**src/rtl/mem_arb_pkg.sv**
```systemverilog
//------------------------------------------------------------------------------
// Module  : mem_arb_pkg
// Brief   : Shared types and sizing helpers for the LPDDR2 port arbiter.
// Revision: 1.0 - initial release
//------------------------------------------------------------------------------
`default_nettype none

package mem_arb_pkg;

  typedef enum logic [1:0] {
    ST_IDLE = 2'd0,
    ST_WAIT = 2'd1,
    ST_RESP = 2'd2
  } state_t;

  typedef enum logic {
    OWN_IF = 1'b0,
    OWN_D  = 1'b1
  } owner_t;

  localparam int unsigned TIMEOUT_DEF = 1023;

  // Counter width able to hold values up to and including the timeout.
  function automatic int unsigned to_width(input int unsigned timeout);
    return (timeout < 1) ? 1 : $clog2(timeout + 1);
  endfunction

  localparam int unsigned TO_W = to_width(TIMEOUT_DEF);

endpackage

`default_nettype wire

```
**src/rtl/rr2_arbiter.sv**
```systemverilog
//------------------------------------------------------------------------------
// Module  : rr2_arbiter
// Brief   : Combinational 2-way alternating-priority picker, one-hot grant.
// Revision: 1.0 - initial release
//------------------------------------------------------------------------------
`default_nettype none

module rr2_arbiter
  import mem_arb_pkg::*;
(
  input  logic [1:0] req,   // bit 0 = fetch, bit 1 = data
  input  owner_t     last,
  output logic [1:0] gnt
);

  always_comb begin
    gnt = 2'b00;
    case (req)
      2'b01:   gnt = 2'b01;
      2'b10:   gnt = 2'b10;
      // On a tie the requester that did not own the port last time wins.
      2'b11:   gnt = (last == OWN_D) ? 2'b01 : 2'b10;
      default: gnt = 2'b00;
    endcase
  end

endmodule

`default_nettype wire

```
**src/rtl/lpddr2_port_arbiter.sv**
```systemverilog
//------------------------------------------------------------------------------
// Module  : lpddr2_port_arbiter
// Brief   : Shares one LPDDR2 word port between fetch and load/store requesters.
// Revision: 1.0 - initial release
//------------------------------------------------------------------------------
`default_nettype none

module lpddr2_port_arbiter
  import mem_arb_pkg::*;
#(
  parameter int ADDR_W  = 27,
  parameter int TIMEOUT = TIMEOUT_DEF
) (
  input  logic              clk,
  input  logic              rst,
  input  logic              if_req,
  input  logic [29:0]       if_addr,
  output logic              if_gnt,
  output logic              if_rvalid,
  output logic [31:0]       if_rdata,
  output logic              if_err,
  input  logic              d_req,
  input  logic              d_we,
  input  logic [29:0]       d_addr,
  input  logic [31:0]       d_wdata,
  output logic              d_gnt,
  output logic              d_rvalid,
  output logic [31:0]       d_rdata,
  output logic              d_err,
  output logic [ADDR_W-1:0] lpddr2_address,
  output logic [31:0]       lpddr2_write_data,
  input  logic [31:0]       lpddr2_read_data,
  output logic              lpddr2_rreq,
  output logic              lpddr2_wreq,
  input  logic              lpddr2_ack,
  output logic              busy
);

  localparam int unsigned c_to_w =
    (TIMEOUT == TIMEOUT_DEF) ? TO_W : to_width(TIMEOUT);
  localparam logic [c_to_w-1:0] c_to_last = c_to_w'(TIMEOUT - 1);

  state_t              r_state;
  state_t              w_state_nxt;
  owner_t              r_owner;
  owner_t              r_last;
  logic                r_we;
  logic [ADDR_W-1:0]   r_addr;
  logic [31:0]         r_wdata;
  logic [31:0]         r_rdata;
  logic                r_err;
  logic [c_to_w-1:0]   r_cnt;

  logic [1:0]          w_pick;
  logic [1:0]          w_gnt;
  logic                w_any_gnt;
  logic [29:0]         w_sel_addr;
  logic                w_oor;
  logic                w_timeout;

  rr2_arbiter u_rr2 (
    .req  ({d_req, if_req}),
    .last (r_last),
    .gnt  (w_pick)
  );

  // Grants only exist in IDLE and never while reset is being applied.
  assign w_gnt      = (r_state == ST_IDLE && !rst) ? w_pick : 2'b00;
  assign w_any_gnt  = |w_gnt;
  assign w_sel_addr = w_gnt[1] ? d_addr : if_addr;
  assign w_timeout  = (r_cnt == c_to_last);

  generate
    if (ADDR_W < 30) begin : g_oor
      assign w_oor = |w_sel_addr[29:ADDR_W];
    end else begin : g_no_oor
      assign w_oor = 1'b0;
    end
  endgenerate

  always_ff @(posedge clk) begin
    if (rst) r_state <= ST_IDLE;
    else     r_state <= w_state_nxt;
  end

  always_comb begin
    w_state_nxt = r_state;
    case (r_state)
      ST_IDLE: if (w_any_gnt) w_state_nxt = w_oor ? ST_RESP : ST_WAIT;
      ST_WAIT: if (lpddr2_ack || w_timeout) w_state_nxt = ST_RESP;
      ST_RESP: w_state_nxt = ST_IDLE;
      default: w_state_nxt = ST_IDLE;
    endcase
  end

  always_ff @(posedge clk) begin
    if (rst) begin
      r_owner <= OWN_IF;
      r_last  <= OWN_D;
      r_we    <= 1'b0;
      r_addr  <= '0;
      r_wdata <= '0;
      r_rdata <= '0;
      r_err   <= 1'b0;
      r_cnt   <= '0;
    end else begin
      case (r_state)
        ST_IDLE: begin
          if (w_any_gnt) begin
            r_owner <= w_gnt[1] ? OWN_D : OWN_IF;
            r_we    <= w_gnt[1] & d_we;
            r_addr  <= w_sel_addr[ADDR_W-1:0];
            r_wdata <= w_gnt[1] ? d_wdata : 32'h0;
            r_rdata <= 32'h0;
            r_err   <= w_oor;
            r_cnt   <= '0;
          end
        end
        ST_WAIT: begin
          // An ack arriving on the final allowed cycle still counts.
          if (lpddr2_ack) begin
            if (!r_we) r_rdata <= lpddr2_read_data;
            r_err <= 1'b0;
            r_cnt <= '0;
          end else if (w_timeout) begin
            r_rdata <= 32'h0;
            r_err   <= 1'b1;
            r_cnt   <= '0;
          end else begin
            r_cnt <= r_cnt + 1'b1;
          end
        end
        ST_RESP: r_last <= r_owner;
        default: r_cnt <= '0;
      endcase
    end
  end

  always_comb begin
    if_gnt            = w_gnt[0];
    d_gnt             = w_gnt[1];
    if_rvalid         = 1'b0;
    if_rdata          = 32'h0;
    if_err            = 1'b0;
    d_rvalid          = 1'b0;
    d_rdata           = 32'h0;
    d_err             = 1'b0;
    lpddr2_address    = r_addr;
    lpddr2_write_data = r_wdata;
    lpddr2_rreq       = (r_state == ST_WAIT) & ~r_we;
    lpddr2_wreq       = (r_state == ST_WAIT) &  r_we;
    busy              = (r_state != ST_IDLE);
    if (r_state == ST_RESP) begin
      if (r_owner == OWN_IF) begin
        if_rvalid = 1'b1;
        if_rdata  = r_rdata;
        if_err    = r_err;
      end else begin
        d_rvalid  = 1'b1;
        d_rdata   = r_rdata;
        d_err     = r_err;
      end
    end
  end

endmodule

`default_nettype wire

```
**config.mk**
```make
export PLATFORM = sky130hd
export DESIGN_NAME = lpddr2_port_arbiter
export DESIGN_NICKNAME = d
export VERILOG_FILES = /design/src/rtl/mem_arb_pkg.sv /design/src/rtl/rr2_arbiter.sv /design/src/rtl/lpddr2_port_arbiter.sv
export SDC_FILE = /design/constraint.sdc
export NUM_CORES = 1
export LEC_CHECK = 0
export ABC_AREA = 1
export CAP_MARGIN = 20
export CORE_MARGIN = 2
export CORE_UTILIZATION = 44
export CTS_CLUSTER_DIAMETER = 40
export DETAILED_ROUTE_END_ITERATION = 8
export GPL_TIMING_DRIVEN = 0
export PLACE_DENSITY = 0.87
export SLEW_MARGIN = 20
export SYNTH_ARGS = -nofsm -noshare
export SYNTH_HDL_FRONTEND = slang
export SYNTH_SLANG_ARGS = --single-unit
```
**constraint.sdc**
```tcl
create_clock -name clk -period 2.9 [get_ports clk]
set_input_delay 0.29 -clock clk [delete_from_list [all_inputs] [get_ports clk]]
set_output_delay 0.29 -clock clk [all_outputs]
set_load 0.02 [all_outputs]
```
Figure 1. Cell outlines without signal wires (run 1).
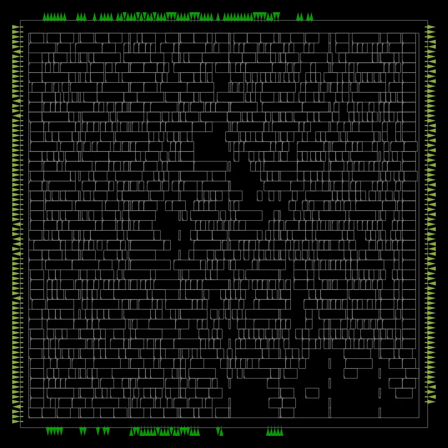
# Taps: 143
# rows: 39
sequential share of cell area: 0.2589

Figure 2. Pin placement (run 1).
Drawn at 4 px/um. Pins as bars across the die edge, other pins in grey.
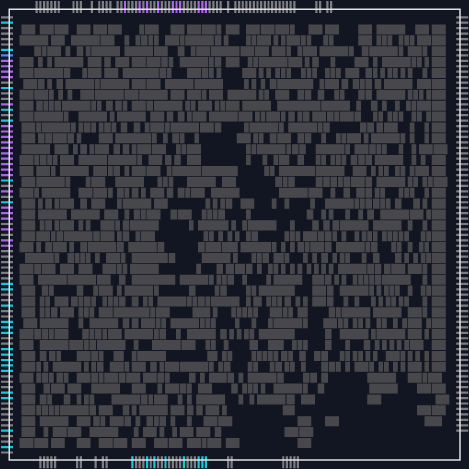
d_addr -> cyan  # pins 30, direction input, edge 22 left, 8 bottom
d_we -> blue  # pins 1, direction input, edge left
d_wdata -> purple  # pins 32, direction input, edge 22 left, 10 top
Port Buffers: 260
die width: 112.3 um
die height: 112.3 um

==> flow_metrics.tcl, run 1 <==
# metrics dict for downstream scripts
set metrics [dict create \
    outcome "finished, final reports clean" \
    ys_sh_adder 0.004847 \
    fin_setup_tns_ns 0 \
    hold_depth 2 \
    routed_wl_mm 17.57 \
    start_kind "flip-flop" \
    clock_skew_ns 0.006050 \
    grt_pass1_vias 5755 \
    clk_pin_slew_worst_paths_ns 0.07 \
    top_logic_kind "simple AND/OR/NAND/NOR gates" \
    cts_sinks 107 \
    maxCapViolations 0 \
    grt_start_max_net_pins 19 \
    openroad.warnings 27 \
    combGateArea_um2 2462 \
    post-synth-top-area-fraction 0.4149 \
    ys_seq_frac 0.4149 \
    cts_hold_buf 0 \
    htreeDepth 3 \
    max_freq_ghz 0.3786 \
    criticalPathCategory "flip-flop to primary output" \
    rsz0062_at_grt "false" \
    irDropWorstVdd_v 0.0003299 \
    finalMaxSlewViolations 0 \
    drcViolationCount 0 \
    crit_required_ns 2.61 \
    diodes 0 \
    critPathArrivalTime_ns 2.35 \
    fin_crit_sh 0.9108 \
    clockBufferDepth 2 \
    ys_seq_elements 107 \
    top_area_cell "dfxtp_1" \
    ant_nets 0 \
    cts_buffers 9 \
    rr_endpoint "r_rdata[4]" \
    dp_hpwl_mm 13.83 \
    worstMarginPinSlew_ns 0.5753 \
    clkLatencyLatePin_ns 0.35 \
    synthMuxAreaShare 0 \
    min_from "lpddr2_write_data[0]" \
    drive_above_1_share 0.04360 \
    netlist_area_um2 5162 \
    finalHoldViolCount 0 \
    cts-root-buf "clkbuf_16" \
    grt_overflow 0 \
    synth.avg_cell_area_um2 6.258 \
    ys_sh_simple 0.3706 \
    core_um2 11420 \
    ff2ff_path_depth 13 \
    p_leak_nw 3.344 \
    seqCellArea_um2 2143 \
    grt_usage 0.2790 \
    wl_per_cell_um 14.12 \
    synth_cell_type_count 24 \
    rrSetupSlack_ns 1.04 \
    power_density_nw_per_um2 497.3 \
    grt_pass1_wl_mm 28.22 \
    synthTopCellsByArea "dfxtp_1 (41%), nand2_1 (15%), nor2_1 (13%)" \
    initial_core_util 0.4521 \
    antenna_found_initial 0 \
    viasPerCell 4.830 \
    ys_sh_xor 0.001697 \
    final_cell_mix "clkdlybuf4s50_1 (259), nand2_1 (205), nor2_1 (181), dfxtp_1 (106), inv_1 (87)" \
    vias 6008 \
    max_slew_margin 0.6165 \
    aoi_share 0.09985 \
    ys_cells 825 \
    netlist_instances 825 \
    lay_top_count "clkdlybuf4s50_1" \
    end_kind "primary output" \
    io_pins 262 \
    finalWeightedCongestion 0.9050 \
    cts_tree "built" \
    nFillCells 975 \
    r2r_start "r_cnt[0]" \
    setup_viol 0 \
    fin_nets 1228 \
    final_util 0.7250 \
    first_pass_iters 4 \
    fp_nets 957 \
    die_area_um2 12620 \
    drt_iter0_markers 312 \
    post_cts_buffers 0 \
    hold_end "lpddr2_write_data[0]" \
    ys_warn_count 0 \
    finalCriticalPeriod_ns 2.641 \
    hp-class "flip-flop to flip-flop" \
    area_growth_pct 60.35 \
    ys_area_um2 5162 \
    crit_fanout 10 \
]
Figure 3. The metal 2 layer (run 1).
Drawn at 4 px/um.
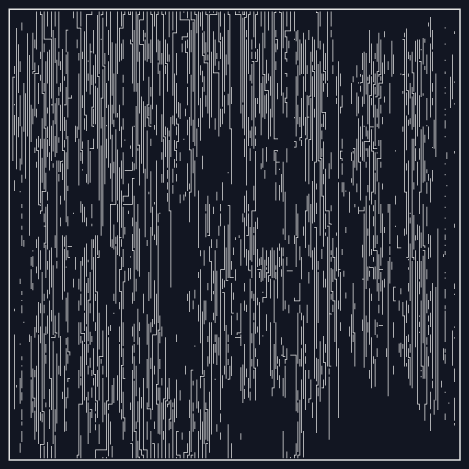
nets with wire on the layer = 954
wire length on this layer = 8780 um
share of all routed wire = 50%
main direction = vertical

run 1: stage by stage:
stage / instances / area, um2 / worst slack [ns] / hold slack (ns) / power [mW]
after floorplan: 825 / 5162 / 0.9151 / 0.4382 / 2.306
after global placement: 1228 / 7944 / 0.3981 / 0.4473 / 2.763
after detailed placement: 1228 / 7944 / 0.3449 / 0.4544 / 2.786
after CTS: 1244 / 8270 / 0.07833 / 0.4630 / 4.125
after global routing: 1244 / 8278 / 0.07685 / 0.4783 / 4.339
final: 1244 / 8278 / 0.2585 / 0.4633 / 4.116
run 1: metal layers:
metal,routed length [um],track usage,vias to the layer above
met3,1544,0.08207,25
li1,-,-,3077
met5,0,0,-
met4,393,0.08455,0
met2,8784,0.5116,229
met1,6848,0.3115,2677
run 1: state kept, by name, indices dropped and copies added (netlist names):
register / count
lpddr2_write_data: 32
r_rdata: 32
lpddr2_address: 27
r_cnt: 10
r_state: 2
r_err: 1
r_last: 1
r_owner: 1
r_we: 1
run 1: report_power, final:
part / switching (mW) / internal (mW)
Clock: 0.588 / 0.766
Sequential: 0.0558 / 1.60
Combinational: 0.631 / 0.480
Total: 1.27 / 2.84
run 1: final cells by class:
class / instances / area share
Buffer: 51 / 0.02630
Clock buffer: 9 / 0.02721
Clock inverter: 7 / 0.01209
Inverter: 92 / 0.04172
Multi-Input combinational cell: 575 / 0.2975
Sequential cell: 107 / 0.2589
Tap cell: 143 / 0.02161
Timing Repair Buffer: 260 / 0.3147
run 1: logic make-up after synthesis:
family	Yosys count
XOR/XNOR	1
flip-flops	107
buffers and inverters	143
AND-OR/OR-AND	98
adder cells (fa/ha/maj)	2
AND/OR/NAND/NOR	474
run 1: what timing repair did:
item,in CTS,in global routing
gates resized,1,6
pin swaps,0,0
endpoints found under the setup margin,1,23
run 1: worst max-delay path by stage:
| stage | to | slack, ns | cells after the start | startpoint |
|---|---|---|---|---|
| floorplan | if_rdata[10] | 0.92 | 7 | r_state[1] |
| global placement | if_rdata[9] | 0.40 | 8 | r_state[1] |
| detailed placement | if_rdata[9] | 0.34 | 8 | r_state[1] |
| CTS | d_rdata[8] | 0.08 | 6 | r_state[1] |
| global route | if_rdata[29] | 0.08 | 8 | r_state[1] |
| finish | d_rdata[8] | 0.26 | 6 | r_state[1] |
run 1: critical path: stages (launching register included):
cell and delay (ns):
dfxtp_2 0.41, inv_2 0.07, nor2_1 0.13, nand2_1 0.25, clkbuf_2 0.30, nor2_1 0.21, clkdlybuf4s50_1 0.63
run 1: cells in the mapped netlist, drive strengths merged:
master and n:
nand3 76, buf 25, a21oi 65, clkinv 1, o211ai 1, xor2 1, nor2 183, nand3b 2
nand2 207, o21ai 30, nor3 3, o21bai 1, a211oi 1, inv 91, clkbuf 26, nand4 3
dfxtp 107, ha 2
## Run 2: what changed since run 1
- SLEW_MARGIN: 20 -> 40
Figure 4. Cell outlines without signal wires (run 2).
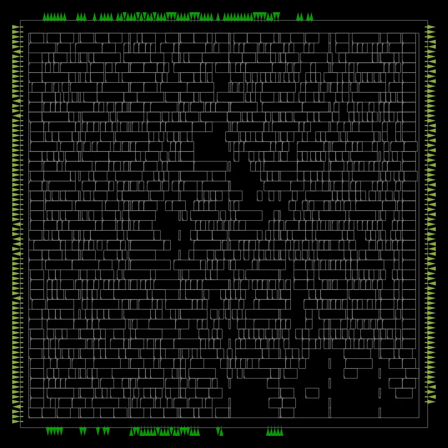
core area: 11420 um2
utilization after layout: 0.7250

==> run 2 against run 1 <==
Compared with the run above:
- critical endpoint unchanged
- wire length is the same
- utilization is the same
- count of clock-buffer cells in the layout is the same
- critical path type unchanged
- non-clock buffer count is the same
- cell count is the same
- die area is the same
- critical path depth is the same
- highest routed layer unchanged
- via count is the same
- global-route usage is the same
- combinational power is essentially flat
==> flow_metrics.tcl, run 2 <==
# metrics dict for downstream scripts
set metrics [dict create \
    outcome "finished, final reports clean" \
    area_growth_pct 60.35 \
    drcViolationCount 0 \
    cts_tree "built" \
    die_area_um2 12620 \
    diodes 0 \
    crit_path_start "r_state[1]" \
    critPathArrivalTime_ns 2.35 \
    rows 39 \
    finalHoldViolCount 0 \
    met1_usage 0.3115 \
    post-synth-top-area-fraction 0.4149 \
    fin_nets 1228 \
    initial_core_util 0.4521 \
    lay_top_count "clkdlybuf4s50_1" \
    end_kind "primary output" \
    crit_slowest_cell "clkdlybuf4s50_1" \
    grt_start_max_net_pins 19 \
    ys_warn_count 0 \
    ys_area_um2 5162 \
    yosysMostFrequentCell "nand2_1" \
    routed_wl_mm 17.57 \
    slowest_delay_ns 0.63 \
    grt.busiest_layer "met2" \
    ys_cells 825 \
    finalCriticalPeriod_ns 2.641 \
    p_leak_nw 3.344 \
    grt_util_met2 0.5116 \
    ys_seq_elements 107 \
    synth_cell_type_count 24 \
    final_cell_mix "clkdlybuf4s50_1 (259), nand2_1 (205), nor2_1 (181), dfxtp_1 (106), inv_1 (87)" \
    clockBufferDepth 2 \
    htreeDepth 3 \
    clock_skew_ns 0.006050 \
    synth.avg_cell_area_um2 6.258 \
    nFillCells 975 \
    grt_overflow 0 \
    cts-root-buf "clkbuf_16" \
    fin_setup_tns_ns 0 \
    openroad.warnings 27 \
    drive_above_1_share 0.04360 \
    setup_viol 0 \
    ys_seq_frac 0.4149 \
    maxCapViolations 0 \
    cts_hold_buf 0 \
    post-place-ws_ns 0.3449 \
    top_area_cell "dfxtp_1" \
    ant_nets 0 \
    power_density_nw_per_um2 497.3 \
    clk_pin_slew_worst_paths_ns 0.07 \
    fp_nets 957 \
    irDropWorstVdd_v 0.0003299 \
    netlist_area_um2 5162 \
    criticalPathCategory "flip-flop to primary output" \
    hp-class "flip-flop to flip-flop" \
    dieHeight_um 112.3 \
    grt_pass1_wl_mm 28.22 \
    crit_fanout 10 \
    ff2ff_path_depth 13 \
    netlist_instances 825 \
    crit_chain "inv_2 -> nor2_1 -> nand2_1 -> clkbuf_2 -> nor2_1 -> clkdlybuf4s50_1" \
    power.total_mw 4.116 \
    max_slew_margin 0.6165 \
    crit_required_ns 2.61 \
    cp-endpoint "d_rdata[8]" \
    io_pins 262 \
    synthFlopType "dfxtp_1" \
    clkLatencyLatePin_ns 0.35 \
    antenna_found_initial 0 \
    dp_hpwl_mm 13.83 \
    portBuffers 260 \
    first_pass_iters 4 \
    drt_iter0_markers 312 \
    common_cells "nand2_1 (205), nor2_1 (181), dfxtp_1 (107)" \
    rrSetupSlack_ns 1.04 \
    r2r_start "r_cnt[0]" \
    setup_ws_ns 0.2585 \
    cp_common_cell "nor2_1" \
    start_kind "flip-flop" \
    worstMarginPinSlew_ns 0.5753 \
    fin_crit_sh 0.9108 \
    whs_ns 0.4633 \
    edf_count 0 \
    grtUsageMet3 0.08207 \
    vias 6008 \
    cts_buffers 9 \
    synthTopCellsByArea "dfxtp_1 (41%), nand2_1 (15%), nor2_1 (13%)" \
    rr_endpoint "r_rdata[4]" \
    async_reset_ff_frac 0 \
    wl_per_cell_um 14.12 \
    max_freq_ghz 0.3786 \
    grt_pass1_vias 5755 \
    rsz0062_at_grt "false" \
    grt_usage 0.2790 \
    finalMaxSlewViolations 0 \
    die_w_um 112.3 \
    finalWeightedCongestion 0.9050 \
    viasPerCell 4.830 \
    cts_sinks 107 \
]
==> run 2: cell counts in the layout (fill, tap and decap cells not counted) <==
Identical to the previous run, type by type.
==> run 2: final cells by class <==
type                    instances  area [um2]  share of cell area
repair buffers                260        2605              0.3147
plain buffers                  51       217.7             0.02630
multi-input cells             575        2462              0.2975
flip-flops and latches        107        2143              0.2589
clock buffers                   9       225.2             0.02721
well taps                     143       178.9             0.02161
inverters                      92       345.3             0.04172
clock inverters                 7       100.1             0.01209
==> run 2: metal layers <==
metal / vias to the layer above / share of wire
met1: 2677 / 0.39
li1: 3077 / -
met5: - / 0
met3: 25 / 0.088
met4: 0 / 0.022
met2: 229 / 0.50
==> run 2: worst max-delay path, delay by kind of cell (launching register included) <==
family,cells,cell delay [ns]
flops,1,0.41
buf+inv,3,1.00
simple gates,3,0.59
==> run 2: per-stage QoR <==
stage / area (um2) / std cells
final: 8278 / 1244
after global routing: 8278 / 1244
after CTS: 8270 / 1244
after detailed placement: 7944 / 1228
after global placement: 7944 / 1228
after floorplan: 5162 / 825
==> run 2: how the worst min path moves through the flow <==
stage                               start                     to  depth (start not counted)
CTS                  lpddr2_write_data[1]   lpddr2_write_data[1]                          2
global placement    lpddr2_write_data[12]  lpddr2_write_data[12]                          2
detailed placement   lpddr2_write_data[0]   lpddr2_write_data[0]                          2
floorplan                      d_wdata[0]   lpddr2_write_data[0]                          2
global route            lpddr2_address[6]      lpddr2_address[6]                          2
finish               lpddr2_write_data[0]   lpddr2_write_data[0]                          2
==> run 2: what timing repair did <==
item                                    CTS  global route
gates cloned                              0             0
resized                                   1             6
buffers inserted                          0             0
endpoints found under the setup margin    1            23
==> run 2: logic make-up after synthesis <==
| family | after synthesis | share of synthesized area |
|---|---|---|
| AND/OR/NAND/NOR | 474 | 0.3706 |
| buffers and inverters | 143 | 0.1081 |
| flip-flops | 107 | 0.4149 |
| AND-OR/OR-AND | 98 | 0.09986 |
| adder cells (fa/ha/maj) | 2 | 0.004847 |
| XOR/XNOR | 1 | 0.001697 |
==> run 2: power breakdown <==
| part | total, mW | internal (mW) | switching, mW |
|---|---|---|---|
| Clock | 1.35 | 0.766 | 0.588 |
| Sequential | 1.65 | 1.60 | 0.0558 |
| Combinational | 1.11 | 0.480 | 0.631 |
| Total | 4.12 | 2.84 | 1.27 |
Figure 5. The metal 2 layer (run 2).
Drawn at 4 px/um.
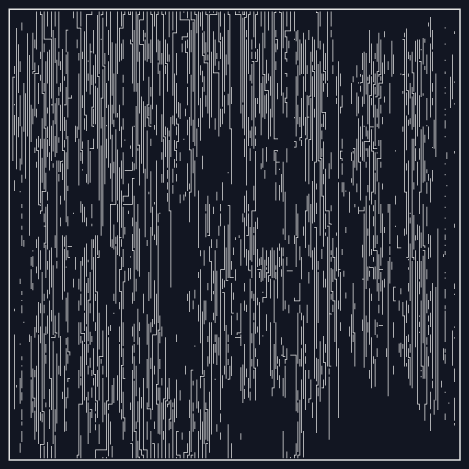

## Run 3: what changed since run 2
- ABC_AREA: 1 -> unset
- CORE_UTILIZATION: 44 -> 41
- PLACE_DENSITY: 0.87 -> 0.86
Figure 6. The metal 2 layer (run 3).
Drawn at 4 px/um.
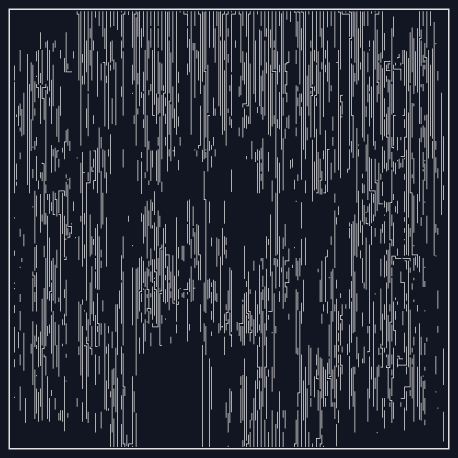
main direction = vertical
share of all routed wire = 50%
nets with wire on the layer = 829
wire length on this layer = 8080 um

==> run 3 against run 2 <==
Compared with the run above:
- wire length fell by 8.3%
- sequential share of layout area rose by 2.6 points
- first-iteration DRC count fell by 4.5%
- via count fell by 17%
- power fell by 24%
- sequential power fell by 5%
- critical path type unchanged
==> flow_metrics.tcl, run 3 <==
# metrics dict for downstream scripts
set metrics [dict create \
    finalHoldViolCount 0 \
    met3_length_mm 1.582 \
    cts_sinks 107 \
    common_cells "dfxtp_1 (107), and2_1 (66), nor2_1 (66)" \
    top_area_cell "dfxtp_1" \
    netlist_instances 515 \
    dp_hpwl_mm 12.62 \
    fin_setup_tns_ns 0 \
    grt_start_max_net_pins 17 \
    synth_cell_type_count 46 \
    synth.avg_cell_area_um2 8.860 \
    routed_wl_mm 16.12 \
    ys_warn_count 0 \
    io_pins 262 \
    post-synth-top-area-fraction 0.4694 \
    vias 4959 \
    cts_resized 1 \
    drt_iter0_markers 298 \
    instances_no_fill 929 \
    ys_seq_frac 0.4694 \
    crit_required_ns 2.61 \
    highest_layer "met5" \
    end_kind "primary output" \
    hold_depth 3 \
    grt_pass1_vias 4786 \
    crit_fanout 10 \
    ys_seq_elements 107 \
    netlist_area_um2 4563 \
    final_area_um2 7525 \
    slowest_delay_ns 0.60 \
    wl_per_cell_um 17.35 \
    die_area_um2 11990 \
    portBuffers 259 \
    grt_overflow 0 \
    m1WireLength_mm 6.094 \
    clock_skew_ns 0.01361 \
    ant_nets 0 \
    diodes 0 \
    htreeDepth 3 \
    whs_ns 0.3873 \
    setup_viol 0 \
    fp_nets 647 \
    finalCriticalPeriod_ns 2.746 \
    ys_area_um2 4563 \
    maxCapViolations 0 \
    drive_above_1_share 0.06591 \
    initial_core_util 0.4209 \
    cts-root-buf "clkbuf_8" \
    crit_slowest_cell "clkdlybuf4s50_1" \
    cts_buffers 9 \
    post-place-ws_ns 0.3718 \
    critPathArrivalTime_ns 2.46 \
    post_cts_buffers 0 \
    fin_nets 917 \
    ff2ff_path_depth 6 \
    max_freq_ghz 0.3641 \
    finalWeightedCongestion 0.8528 \
    ys_cells 515 \
    core_um2 10840 \
    viasPerCell 5.338 \
    first_pass_iters 7 \
    antenna_found_initial 1 \
    finalMaxSlewViolations 0 \
    synthFlopType "dfxtp_1" \
    numPlacedInstances 914 \
    synthTopCellsByArea "dfxtp_1 (47%), and2_1 (9.0%), a22o_1 (6.1%)" \
    cts_hold_buf 0 \
    final_cell_mix "clkdlybuf4s50_1 (259), dfxtp_1 (107), and2_1 (66), nor2_1 (65), nand2_1 (60)" \
    rows 38 \
    start_kind "flip-flop" \
    combGateArea_um2 2175 \
    outcome "finished, final reports clean" \
    wl_met2_mm 8.079 \
    crit_chain "buf_4 -> inv_1 -> nand2_1 -> nor2_2 -> clkbuf_1 -> and2_1 -> clkdlybuf4s50_1" \
    seqCellArea_um2 2142 \
    worstMarginPinSlew_ns 0.5985 \
    hp-class "primary input to flip-flop" \
    clkLatencyLatePin_ns 0.36 \
    clockBufferDepth 2 \
    yosysMostFrequentCell "dfxtp_1" \
    power_density_nw_per_um2 416.6 \
    cts_tree "built" \
    placed_area_um2 7331 \
    nFillCells 876 \
    grt_pass1_wl_mm 24.10 \
    openroad.warnings 27 \
    irDropWorstVdd_v 0.0002688 \
    dieHeight_um 109.5 \
    area_growth_pct 64.90 \
    fin_crit_sh 0.9470 \
    die_w_um 109.5 \
    p_leak_nw 2.806 \
    criticalPathCategory "flip-flop to primary output" \
    lay_top_count "clkdlybuf4s50_1" \
    drcViolationCount 0 \
    clk_pin_slew_worst_paths_ns 0.10 \
    max_slew_margin 0.5984 \
    edf_count 0 \
    setup_ws_ns 0.1538 \
    grt_usage 0.2544 \
    async_reset_ff_frac 0 \
]
-- run 3: cell types whose count changed after synthesis, sizes merged, moves of 4 or more --
cell | previous run | this run
a22oi | 0 | 33
a311oi | 0 | 28
or4 | 0 | 6
clkbuf | 26 | 21
o31ai | 0 | 7
inv | 91 | 7
nand2 | 207 | 61
nor2 | 183 | 67
or3 | 0 | 4
a22o | 0 | 32
a21oi | 65 | 12
and2 | 0 | 66
o21ai | 30 | 7
nand3 | 76 | 4
-- run 3: path summary, 6_finish.rpt --
kind,startpoint,end,slack (ns)
max,r_state[0],if_rdata[13],0.15
min,rst,r_owner,0.39
max reg2reg,r_state[1],r_rdata[23],1.03
min reg2reg,r_rdata[1],r_rdata[1],0.49
-- run 3: area by class of cell --
cell class / instances / area share
timing repair buffer: 259 / 0.3445
clock buffer: 11 / 0.01746
inverter: 8 / 0.004157
tap: 140 / 0.02328
sequential: 107 / 0.2847
buffer: 43 / 0.02993
multi-input combinational: 357 / 0.2890
clock inverter: 4 / 0.006984
-- run 3: cells by family after synthesis --
| logic type | after synthesis | share of synthesized area |
|---|---|---|
| flops | 107 | 0.4694 |
| buf+inv | 51 | 0.05456 |
| simple gates | 226 | 0.2479 |
| compound gates | 128 | 0.2207 |
| fa+ha+maj | 2 | 0.005483 |
| xor+xnor | 1 | 0.001920 |
-- run 3: power breakdown --
group | switching (mW) | internal [mW]
clock | 0.497 | 0.396
combinational | 0.319 | 0.349
sequential | 0.0393 | 1.53
-- run 3: per-layer routing --
layer	up-vias	track usage
met4	2	0.08228
li1	2360	-
met2	235	0.4572
met1	2331	0.2821
met3	31	0.08358
met5	-	0
-- run 3: worst max-delay path, delay by kind of cell (launching register included) --
family / cells / cell delay (ns)
flops: 1 / 0.31
buf+inv: 4 / 1.23
simple gates: 3 / 0.55
-- run 3: per-stage QoR --
step | util | power, mW
after floorplan | - | 1.902
after global placement | 0.6762 | 2.250
after detailed placement | 0.6762 | 2.269
after CTS | 0.6934 | 3.151
after global routing | 0.6941 | 3.262
final | 0.6941 | 3.135
Power and IR drop assume default switching activity.
